`config.mk`:
```
export PLATFORM = sky130hd
export DESIGN_NAME = mem_arbiter
export DESIGN_NICKNAME = d
export VERILOG_FILES = /design/src/rtl/mem_arbiter.sv
export SDC_FILE = /design/constraint.sdc
export NUM_CORES = 1
export LEC_CHECK = 0
export ABC_AREA = 1
export CORE_MARGIN = 2
export CORE_UTILIZATION = 35
export CTS_BUF_LIST = sky130_fd_sc_hd__clkbuf_8
export DETAILED_ROUTE_END_ITERATION = 8
export PLACE_DENSITY_LB_ADDON = 0.05
export SLEW_MARGIN = 20
export SYNTH_ARGS = -nofsm -noshare
export SYNTH_HDL_FRONTEND = slang
export SYNTH_SLANG_ARGS = --single-unit
```
`constraint.sdc`:
```
create_clock -name clk -period 1.4 [get_ports clk]
set_clock_uncertainty 0.1 [all_clocks]
set_input_delay 0.21 -clock clk [delete_from_list [all_inputs] [get_ports clk]]
set_output_delay 0.21 -clock clk [all_outputs]
set_load 0.02 [all_outputs]
```
`src/rtl/mem_arbiter.sv`:
```
// mem_arbiter: shares one word-wide memory port between an I-cache refill
// requester and a D-cache refill/write-back requester. A granted requester
// owns the port for a full line of LINE_WORDS beats, one beat per mem_ack.
//
// Ports:
//   clk, n_rst          clock, asynchronous active-low reset
//   i_req, i_addr       I-cache line refill request and miss address
//   d_req, d_we,        D-cache line request, 1 = write-back / 0 = refill,
//   d_addr, d_wdata     line address, write-back word (selected by word_idx)
//   mem_req, mem_we,    memory request, write enable,
//   mem_addr, mem_wdata word address, write data
//   mem_ack, mem_rdata  beat completion and read data from memory
//   rdata               mem_rdata passed through to both caches
//   i_valid, d_valid    rdata is an I / D fill word this cycle
//   word_idx            word index of the current beat
//   i_done, d_done      one-cycle line-complete pulses
module mem_arbiter #(
    parameter int ADDR_W     = 16,
    parameter int DATA_W     = 16,
    parameter int LINE_WORDS = 4
) (
    input  logic                          clk,
    input  logic                          n_rst,
    input  logic                          i_req,
    input  logic [ADDR_W-1:0]             i_addr,
    input  logic                          d_req,
    input  logic                          d_we,
    input  logic [ADDR_W-1:0]             d_addr,
    input  logic [DATA_W-1:0]             d_wdata,
    output logic                          mem_req,
    output logic                          mem_we,
    output logic [ADDR_W-1:0]             mem_addr,
    output logic [DATA_W-1:0]             mem_wdata,
    input  logic                          mem_ack,
    input  logic [DATA_W-1:0]             mem_rdata,
    output logic [DATA_W-1:0]             rdata,
    output logic                          i_valid,
    output logic                          d_valid,
    output logic [$clog2(LINE_WORDS)-1:0] word_idx,
    output logic                          i_done,
    output logic                          d_done
);

    localparam int IDX_W = $clog2(LINE_WORDS);
    localparam logic [IDX_W-1:0] LAST_IDX = IDX_W'(LINE_WORDS - 1);
    localparam logic [IDX_W-1:0] IDX_ONE  = IDX_W'(1);

    typedef enum logic [1:0] {
        IDLE = 2'd0,
        XFER = 2'd1,
        DONE = 2'd2
    } state_t;

    state_t                     r_state;
    state_t                     w_next;
    logic                       r_grant_d;   // 1 = D owns the port, 0 = I
    logic                       r_last_d;    // 1 = last grant went to D
    logic                       r_we;
    logic [ADDR_W-IDX_W-1:0]    r_base;      // line base, word bits dropped
    logic [IDX_W-1:0]           r_idx;
    logic                       w_pick_d;
    logic                       w_any_req;
    logic                       w_last_beat;

    // Round-robin: D wins when alone, or on contention when I went last.
    assign w_any_req   = i_req | d_req;
    assign w_pick_d    = d_req & (~i_req | ~r_last_d);
    assign w_last_beat = (r_idx == LAST_IDX);

    always_ff @(posedge clk or negedge n_rst) begin
        if (!n_rst) begin
            r_state   <= IDLE;
            r_grant_d <= 1'b0;
            r_last_d  <= 1'b0;
            r_we      <= 1'b0;
            r_base    <= '0;
            r_idx     <= '0;
        end else begin
            r_state <= w_next;
            case (r_state)
                IDLE: begin
                    if (w_any_req) begin
                        r_grant_d <= w_pick_d;
                        r_last_d  <= w_pick_d;
                        r_we      <= w_pick_d & d_we;
                        r_base    <= w_pick_d ? d_addr[ADDR_W-1:IDX_W]
                                              : i_addr[ADDR_W-1:IDX_W];
                        r_idx     <= '0;
                    end
                end
                XFER: begin
                    if (mem_ack) begin
                        r_idx <= w_last_beat ? '0 : r_idx + IDX_ONE;
                    end
                end
                default: ;
            endcase
        end
    end

    always_comb begin
        w_next    = r_state;
        mem_req   = 1'b0;
        mem_we    = 1'b0;
        mem_addr  = '0;
        mem_wdata = '0;
        i_valid   = 1'b0;
        d_valid   = 1'b0;
        i_done    = 1'b0;
        d_done    = 1'b0;
        case (r_state)
            IDLE: begin
                if (w_any_req) begin
                    w_next = XFER;
                end
            end
            XFER: begin
                mem_req   = 1'b1;
                mem_we    = r_we;
                mem_addr  = {r_base, r_idx};
                mem_wdata = d_wdata;
                i_valid   = mem_ack & ~r_grant_d;
                d_valid   = mem_ack & r_grant_d & ~r_we;
                if (mem_ack && w_last_beat) begin
                    w_next = DONE;
                end
            end
            DONE: begin
                i_done = ~r_grant_d;
                d_done = r_grant_d;
                w_next = IDLE;
            end
            default: begin
                w_next = IDLE;
            end
        endcase
    end

    assign rdata    = mem_rdata;
    assign word_idx = r_idx;

endmodule

```
==> flow_summary.json, run 1 <==
{
  "yosysSeqAreaShare": 0.304,
  "nets": 413,
  "worstSetupEndpointType": "output port",
  "root_buffer": "clkbuf_8",
  "mux_share": 0,
  "h-tree-depth": 1,
  "post-route-cell-area_um2": 2650,
  "dieArea_um2": 5270,
  "synth.net_count": 323,
  "die_width_um": 72.6,
  "grtUsageTotal": 0.159,
  "syn_inst": 252,
  "yosys.area_share.simple": 0.394,
  "aoi_share": 0.00608,
  "first_pass_iters": 4,
  "dp_hpwl_um": 3230,
  "crit_chain": "inv_2 -> buf_4 -> buf_4 -> nor3_2 -> buf_4",
  "hold_viol": 0,
  "tool_warnings": 32,
  "slowest_delay_ps": 370,
  "rsz0062_at_grt": "yes",
  "fin_ws_ps": -182,
  "violations": "negative setup slack",
  "yosysCellCount": 252,
  "r2r-start": "r_state[1]$_DFFE_PN0P_",
  "grt_max_degree": 21,
  "route.vias.total": 1681,
  "ys_chip_area_um2": 1650,
  "drive_gt1_frac": 0.324,
  "xor_share": 0,
  "hold_buffers": 0,
  "setup_viol": 40,
  "syn_to_final_growth_pct": 61.1,
  "synth-seq-cells": 20,
  "status": "complete, but fails checks",
  "crit_top_cell": "buf_4",
  "place_area_um2": 2560,
  "critPathSlowestCell": "dfrtp_1",
  "finalSetupTns_ps": -4830,
  "max_freq_mhz": 632,
  "wire_per_inst_um": 10.9,
  "first_global_vias": 1607,
  "worst-path-buf-inv": 4,
  "r2r_cells": 8,
  "core_um2": 4440,
  "drt_iter0_markers": 70
}
run 1: area by class of cell:
type	count	area (um2)	share of cell area
Clock buffer	3	41.3	0.0156
Inverter	70	263	0.0991
Multi-Input combinational cell	135	727	0.274
Sequential cell	20	502	0.189
Tap cell	52	65.1	0.0245
Timing Repair Buffer	112	1050	0.398
run 1: how the worst max path moves through the flow:
stage | to | slack (ps) | start | cells after the start
2_1_floorplan | d_valid | 8 | r_state[1]$_DFFE_PN0P_ | 3
3_3_place_gp | d_valid | -560 | mem_ack | 4
3_5_place_dp | d_valid | -560 | mem_ack | 4
4_1_cts | mem_addr[9] | -150 | r_state[1]$_DFFE_PN0P_ | 5
5_1_grt | mem_wdata[0] | -220 | r_state[1]$_DFFE_PN0P_ | 5
6_report | i_done | -180 | r_state[1]$_DFFE_PN0P_ | 5
run 1: sequential cells by signal, summed over array words and instances (netlist names):
register  count
r_last_d      1
word_idx      2
r_state       2
r_base       14
r_we          1
run 1: worst reg2reg max path: stages (launching register included):
cell     delay, ps
dfrtp_1        400
inv_2          110
buf_4          120
buf_4           90
nand2_2         80
nor2_8         140
buf_12         150
nand3_2        100
nand2_2         60
run 1: cells by family after synthesis:
logic type	count (synthesis)
simple gates	132
buf+inv	97
flops	20
compound gates	2
fa+ha+maj	1
run 1: routing by layer:
metal	part of all wire	wire length (um)	vias up	GRT usage
met5	0	0	-	0
met4	0.012	50	0	0.0514
met3	0.090	382	8	0.0276
met2	0.48	2040	64	0.287
met1	0.42	1790	729	0.192
li1	-	-	880	-
run 1: what timing repair did:
item | in CTS | in global routing
buffers inserted | 2 | 2
pin swaps | 7 | 1
hold endpoints to repair | 0 | 0
setup endpoints to repair | 40 | 56
gates resized | 211 | 19
run 1: power by group:
group | leakage (nW) | switching, W | total [W] | internal [W]
Sequential | 0.246 | 0.000169 | 0.00102 | 0.000847
Combinational | 1.21 | 0.00180 | 0.00334 | 0.00155
Clock | 0.0216 | 0.000185 | 0.000376 | 0.000191
Total | 1.48 | 0.00215 | 0.00474 | 0.00259
run 1: stage by stage:
step                       util  setup WS (ps)  hold WS (ps)  power, W
final                     0.597           -182           198   0.00474
after global routing      0.597           -220           230   0.00507
after CTS                 0.577           -155           208   0.00455
after detailed placement  0.576           -558           320   0.00419
after global placement    0.576           -562           320   0.00417
after floorplan               -           8.49          -186   0.00282
run 1: cell usage after synthesis (all sizes together):
cell / n / share of area
ha: 1 / 0.0076
dfrtp: 20 / 0.30
nor3: 4 / 0.012
o21ai: 2 / 0.0061
inv: 70 / 0.16
nand3: 32 / 0.13
nor2: 38 / 0.098
nand2: 57 / 0.15
nand4: 1 / 0.0038
buf: 27 / 0.13
Run 1, clock wires, drivers and flops:
Bar = 20 um.
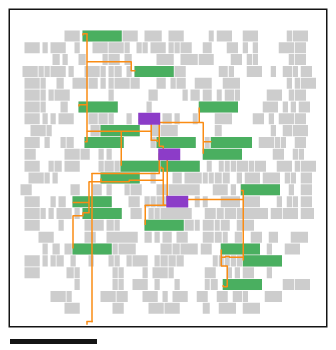
legend:
  flip-flops:
    color: green
    count: 20
  clock wires:
    color: orange
    length: 289 um
  clock drivers:
    color: purple
    count: 3
routed clock nets: 4
power share of the clock group: 0.079
clock latency on the worst-skew pair: 250 ps
clk pwr: 0.000376 W

Run 1, clock routing:
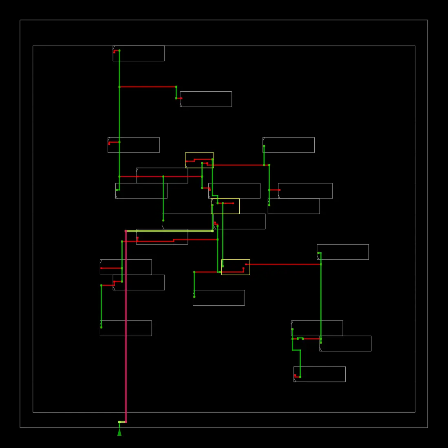
Seq Cell Count: 20
Clock Buffer Count: 3

Run 1, gate families picked out:
Bar = 20 um.
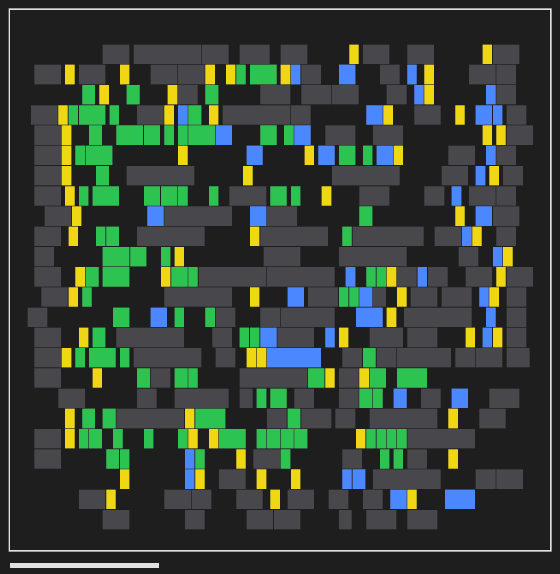
legend:
  NOR gates:
    color: blue
    cells: 42
  inverters:
    color: yellow
    cells: 70
    where: spread over the die
  NAND gates:
    color: green
    cells: 90

Run 1, supply network:
Pins as bars on the die edge. Tap cells in gray.
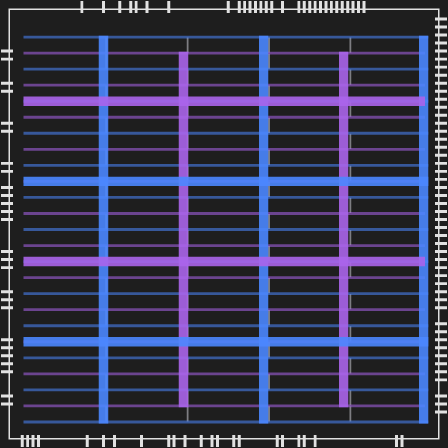
legend:
  VSS:
    color: blue
  VDD:
    color: purple
tap cells: 52
met5 straps: 4
signal pins: 126

Run 1, placed cells, one color a class:
Bar = 20 um.
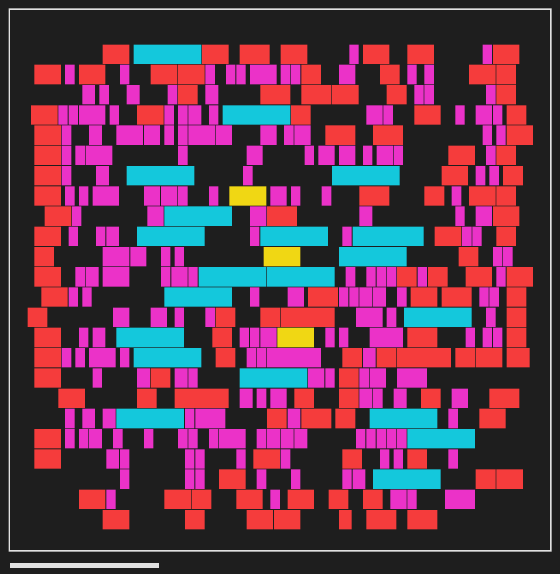

## Run 2: what changed since run 1
--- a/config.mk
+++ b/config.mk
@@ -8,9 +8,10 @@
 export ABC_AREA = 1
 export CORE_MARGIN = 2
 export CORE_UTILIZATION = 35
-export CTS_BUF_LIST = sky130_fd_sc_hd__clkbuf_8
+export CTS_BUF_LIST = sky130_fd_sc_hd__clkbuf_2 sky130_fd_sc_hd__clkbuf_4 sky130_fd_sc_hd__clkbuf_8
+export CTS_CLUSTER_DIAMETER = 80
 export DETAILED_ROUTE_END_ITERATION = 8
-export PLACE_DENSITY_LB_ADDON = 0.05
+export PLACE_DENSITY_LB_ADDON = 0.2
 export SLEW_MARGIN = 20
 export SYNTH_ARGS = -nofsm -noshare
 export SYNTH_HDL_FRONTEND = slang
Run 2, placed cells, one color a class:
Bar = 20 um.
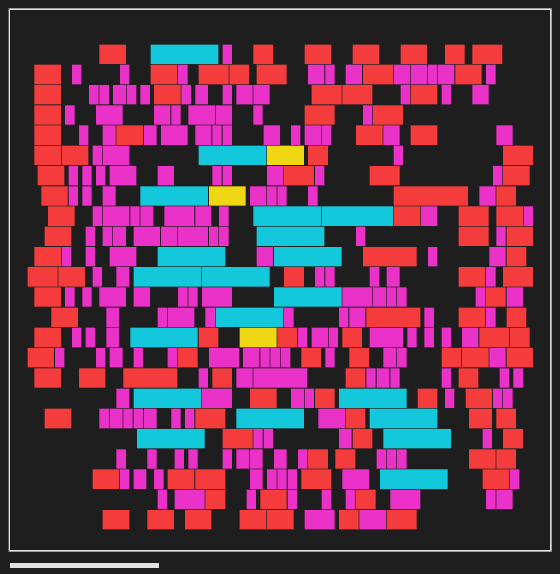
legend:
  flops:
    color: cyan
    cells: 20
  other buffers and delay cells:
    color: red
    cells: 108
  clock drivers:
    color: yellow
    cells: 3
  combinational and other logic:
    color: magenta
    cells: 206

==> run 2 against run 1 <==
  * Total power rose by 6.0%
  * Maximum frequency rose by 0.93%
  * Register-to-register slack improved by 60 ps
  * Critical path depth did not move
  * Setup slack improved by 15 ps
  * Largest power group unchanged
  * Cell area rose by 3.4%
  * Worst hold slack got worse by 13 ps
  * The flow still finishes with violations (negative setup slack)
==> flow_summary.json, run 2 <==
{
  "ys_async_sr_fraction": 1.00,
  "die_width_um": 72.6,
  "largest_area_cell": "dfrtp_1",
  "route.vias.total": 1684,
  "synthTopCellsByCount": "68 x inv_1, 44 x nand2_1, 36 x nor2_1, 22 x nand3_1, 20 x dfrtp_1",
  "netlist.area_leader.share": 0.304,
  "yosysSeqAreaShare": 0.304,
  "irDropWorstVdd_mv": 0.735,
  "setup_viol": 38,
  "syn_inst": 252,
  "ys_chip_area_um2": 1650,
  "die.size.y_um": 72.6,
  "yosysCellCount": 252,
  "synth_top_flop_cell": "dfrtp_1",
  "worstSetupEndpointType": "output port",
  "max_freq_mhz": 638,
  "dp_hpwl_um": 3210,
  "rsz0062_at_grt": "yes",
  "nets": 410,
  "tool_warnings": 32,
  "synth-seq-cells": 20,
  "drive_gt1_frac": 0.353,
  "hold_viol": 0,
  "status": "complete, but fails checks",
  "fin_ws_ps": -167,
  "first_global_vias": 1564,
  "first_pass_iters": 4,
  "clk-insertion-delay-late_ps": 260,
  "syn_to_final_growth_pct": 66.6,
  "dieArea_um2": 5270,
  "drv_slew": 0,
  "grt_max_degree": 21,
  "violations": "negative setup slack",
  "wire_per_inst_um": 11.4,
  "largest_reg_flops": 14,
  "drt_iter0_markers": 53,
  "finalSetupTns_ps": -5330,
  "edf_count": 0,
  "hold_buffers": 0,
  "root_buffer": "clkbuf_8",
  "n_fill_cell": 430,
  "synthTopCellsByArea": "dfrtp_1 30%, inv_1 16%, nand2_1 10%",
  "synth.net_count": 323,
  "h-tree-depth": 1,
  "core_um2": 4440,
  "top_register": "r_base"
}
## run 2: per-layer routing
metal / track usage / vias to the layer above / share of wire
met2: 0.301 / 68 / 0.50
met1: 0.185 / 735 / 0.41
met3: 0.0304 / 6 / 0.068
li1: - / 875 / -
met4: 0.0741 / 0 / 0.017
met5: 0 / - / 0
## run 2: kinds of logic (layout without fill, tap and decap cells)
| kind of cell | after synthesis | after routing | share of synthesized area |
|---|---|---|---|
| simple gates | 132 | 133 | 0.394 |
| buf+inv | 97 | 181 | 0.288 |
| flops | 20 | 20 | 0.304 |
| compound gates | 2 | 2 | 0.00607 |
| fa+ha+maj | 1 | 1 | 0.00760 |
## run 2: final cells by class
| class | count | area [um2] | share of cell area |
|---|---|---|---|
| multi-input combinational | 136 | 798 | 0.291 |
| inverter | 70 | 263 | 0.0958 |
| sequential | 20 | 502 | 0.183 |
| timing repair buffer | 108 | 1070 | 0.391 |
| clock buffer | 3 | 41.3 | 0.0151 |
| tap | 52 | 65.1 | 0.0237 |
## run 2: stage by stage
stage | hold slack, ps | util | total power (W) | instance area, um2 | setup slack, ps
finish | 185 | 0.617 | 0.00502 | 2740 | -167
CTS | 196 | 0.596 | 0.00486 | 2650 | -167
detailed placement | 320 | 0.575 | 0.00420 | 2560 | -603
floorplan | -186 | - | 0.00282 | 1650 | 8.49
global route | 225 | 0.617 | 0.00537 | 2740 | -222
global placement | 320 | 0.575 | 0.00415 | 2560 | -568
## run 2: where the power goes
| group | switching [W] | total [W] | internal (W) |
|---|---|---|---|
| clock | 0.000189 | 0.000381 | 0.000192 |
| sequential | 0.000165 | 0.00101 | 0.000847 |
| combinational | 0.00195 | 0.00363 | 0.00168 |
| total | 0.00231 | 0.00502 | 0.00272 |
## run 2: worst max-delay path, stage by stage (launching register included)
cell	delay, ps
dfrtp_1	390
inv_2	100
nand2_4	100
buf_16	170
nor2_1	90
buf_4	150
## run 2: worst paths after layout
kind | from | endpoint | slack, ps | depth (start not counted)
min reg2reg | r_base[9]$_DFFE_PN0P_ | r_base[9]$_DFFE_PN0P_ | 380 | 2
max in group asynchronous | n_rst | r_state[0]$_DFFE_PN0P_ | 780 | 2
min | n_rst | r_base[9]$_DFFE_PN0P_ | 180 | 2
max reg2reg | r_state[0]$_DFFE_PN0P_ | r_base[6]$_DFFE_PN0P_ | 50 | 6
min in group clk | mem_rdata[14] | rdata[14] | 320 | 0
max | r_state[1]$_DFFE_PN0P_ | mem_wdata[13] | -170 | 5
## run 2: repair_timing
action                     CTS  global route
resized                    233            23
pin swaps                    0             5
setup endpoints to repair   40            50
cloned                       1             1
buffers inserted             0             1
Power is estimated from default activity; no workload was simulated.
